cell_classes.png
Scale bar: 50 um.
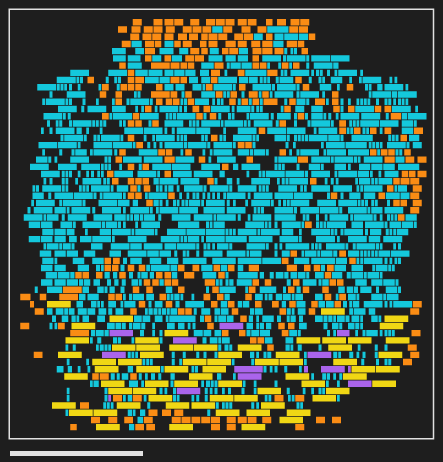
registers.png
Scale bar: 50 um.
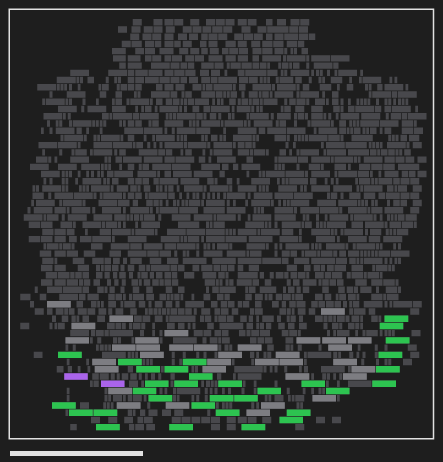
`config.mk`:
```
export PLATFORM = sky130hd
export DESIGN_NAME = mul_share_arb
export DESIGN_NICKNAME = d
export VERILOG_FILES = /design/src/rtl/mul_share_arb.sv
export SDC_FILE = /design/constraint.sdc
export NUM_CORES = 1
export LEC_CHECK = 0
export CAP_MARGIN = 5
export CORE_AREA = 2 2 157 159
export DETAILED_ROUTE_END_ITERATION = 6
export DIE_AREA = 0 0 159 161
export HOLD_SLACK_MARGIN = 0.06
export PLACE_DENSITY = 0.77
export SYNTH_ARGS = -nofsm -noshare
export SYNTH_HDL_FRONTEND = slang
export SYNTH_SLANG_ARGS = --single-unit
```
`constraint.sdc`:
```
create_clock -name clk -period 6.8 [get_ports clk]
set_input_delay 0.68 -clock clk [delete_from_list [all_inputs] [get_ports clk]]
set_output_delay 0.68 -clock clk [all_outputs]
set_load 0.1 [all_outputs]
```
`src/rtl/mul_share_arb.sv`:
```
// Round-robin arbiter sharing one pipelined multiplier among NREQ requesters; results return tagged to the issuer.
// Optional per-requester grant counters are enabled with `define MUL_SHARE_STATS_EN.
module mul_share_arb #(
   parameter int NREQ    = 2,
   parameter int W0      = 16,
   parameter int W1      = 16,
   parameter int SIGNED  = 0,
   parameter int LATENCY = 2
) (
   input  logic                 clk,
   input  logic                 rst,
   input  logic [NREQ*W0-1:0]   din0_data,
   input  logic [NREQ*W1-1:0]   din1_data,
   input  logic [NREQ-1:0]      din_valid,
   output logic [NREQ-1:0]      din_ready,
   output logic [W0+W1-1:0]     dout_data,
   output logic [NREQ-1:0]      dout_valid,
   input  logic [NREQ-1:0]      dout_ready
`ifdef MUL_SHARE_STATS_EN
   ,
   output logic [NREQ*16-1:0]   grant_cnt
`endif
);

   localparam int TW = (NREQ > 1) ? $clog2(NREQ) : 1;
   localparam int PW = W0 + W1;

   logic [LATENCY:1] v;
   logic [TW-1:0]    tag  [1:LATENCY];
   logic [PW-1:0]    prod [1:LATENCY];

   logic [TW-1:0] ptr;
   logic [TW-1:0] grant;
   logic [TW-1:0] ptr_next;
   logic          found;
   logic          adv;
   logic          hs;
   logic [W0-1:0] op_a;
   logic [W1-1:0] op_b;
   logic [PW-1:0] ext_a;
   logic [PW-1:0] ext_b;
   logic [PW-1:0] full;

   // The whole pipeline stalls together when the head result is not taken.
   assign adv = !v[LATENCY] || dout_ready[tag[LATENCY]];

   always_comb begin
      int idx;
      found = 1'b0;
      grant = '0;
      idx   = 0;
      for (int k = 0; k < NREQ; k++) begin
         idx = int'(ptr) + k;
         if (idx >= NREQ) idx = idx - NREQ;
         if (!found && din_valid[idx]) begin
            found = 1'b1;
            grant = TW'(idx);
         end
      end
   end

   assign hs        = rst && adv && found;
   assign din_ready = hs ? (NREQ'(1) << grant) : '0;
   assign ptr_next  = (grant == TW'(NREQ - 1)) ? '0 : grant + 1'b1;

   // Extending to the full product width first makes the truncated product exact for both signednesses.
   always_comb begin
      op_a = din0_data[int'(grant)*W0 +: W0];
      op_b = din1_data[int'(grant)*W1 +: W1];
      if (SIGNED != 0) begin
         ext_a = {{W1{op_a[W0-1]}}, op_a};
         ext_b = {{W0{op_b[W1-1]}}, op_b};
      end else begin
         ext_a = {{W1{1'b0}}, op_a};
         ext_b = {{W0{1'b0}}, op_b};
      end
      full = ext_a * ext_b;
   end

   always_ff @(posedge clk or negedge rst) begin
      if (!rst) begin
         v   <= '0;
         ptr <= '0;
         for (int s = 1; s <= LATENCY; s++) begin
            tag[s]  <= '0;
            prod[s] <= '0;
         end
      end else if (adv) begin
         v[1]    <= hs;
         tag[1]  <= grant;
         prod[1] <= full;
         for (int s = 2; s <= LATENCY; s++) begin
            v[s]    <= v[s-1];
            tag[s]  <= tag[s-1];
            prod[s] <= prod[s-1];
         end
         if (hs) ptr <= ptr_next;
      end
   end

   assign dout_valid = v[LATENCY] ? (NREQ'(1) << tag[LATENCY]) : '0;
   assign dout_data  = prod[LATENCY];

`ifdef MUL_SHARE_STATS_EN
   logic [15:0] cnt [NREQ];

   // Saturating handshake counters, one per requester.
   always_ff @(posedge clk or negedge rst) begin
      if (!rst) begin
         for (int i = 0; i < NREQ; i++) cnt[i] <= '0;
      end else begin
         for (int i = 0; i < NREQ; i++) begin
            if (din_valid[i] && din_ready[i] && cnt[i] != 16'hFFFF) cnt[i] <= cnt[i] + 16'd1;
         end
      end
   end

   always_comb begin
      grant_cnt = '0;
      for (int i = 0; i < NREQ; i++) grant_cnt[i*16 +: 16] = cnt[i];
   end
`endif

endmodule

```
==> impl_metrics.yaml <==
# yosys + openroad results
global_route:
  overflow: 0
  grt_use_met2_pct: 45.6
  gr-usage-met1_pct: 31.2
  grt_first_pass_wirelength_um: 51800
  grt_max_degree: 80
synth:
  ys.flops: 69
  ys_types: 56
  adder_share_pct: 44.1
  syn_area_um2: 11800
  compound_area_share_pct: 7.11
  yosys.area.top_type_share_pct: 33.0
  mux_share_pct: 5.59
  ys_top_logic_family: "adder cells"
finish:
  nNetsFinal: 1979
  buffer_area_share_pct: 18.8
  n_all_inverters: 222
  clkCellAreaFrac_pct: 1.85
  syn2layout_area_growth_pct: 29.3
setup_path:
  path_buffers: 11
  rr_endpoint: "prod[61]"
  cp_common_cell: "fa_1"
  reg2reg_depth: 27
  cp.depth: 29
  path_max_fanout: 8
die:
  tap-cell-count: 324
timing:
  period_used_pct: 96.8
  relSlewSlack_pct: 34.2
  fmax_ghz: 0.152
  setup_viol: 0
  whs_ns: 0.461
  period_minus_slack_ns: 6.58
hold_path:
  whs_endpoint: "dout_data[7]"
  min_from: "dout_data[7]"
routing:
  wl_um: 32100
  viasPerCell: 5.20
clock_tree:
  cts_setup_buffers: 11
  root_buffer: "clkbuf_16"
  worstSkewPairLatency_ns: 0.32
  clk_pin_slew_ns: 0.05
  cts_num_sinks: 69
run:
  tool_warnings: 26
placement:
  place_area_um2: 14300
run_status:
  status: "finished, final reports clean"
## Picture notes: cell_classes.png
colour	class	cells	share of their area
yellow	flops	69	12%
orange	other buffers and delay cells	329	19%
cyan	all other logic	1,202	67%
purple	clock drivers and dummy loads	14	1.9%
Rows: 57
Finished Core Util: 63.4%
sequential share of cell area: 11.4%
CORE AREA: 24,000 um^2
post-route cell area: 15,200 um^2

## Picture notes: registers.png
colour	name in the netlist	placed flops
purple	`v`	2
green	`dout_data`	32
not coloured	35
register area: 1730 um^2

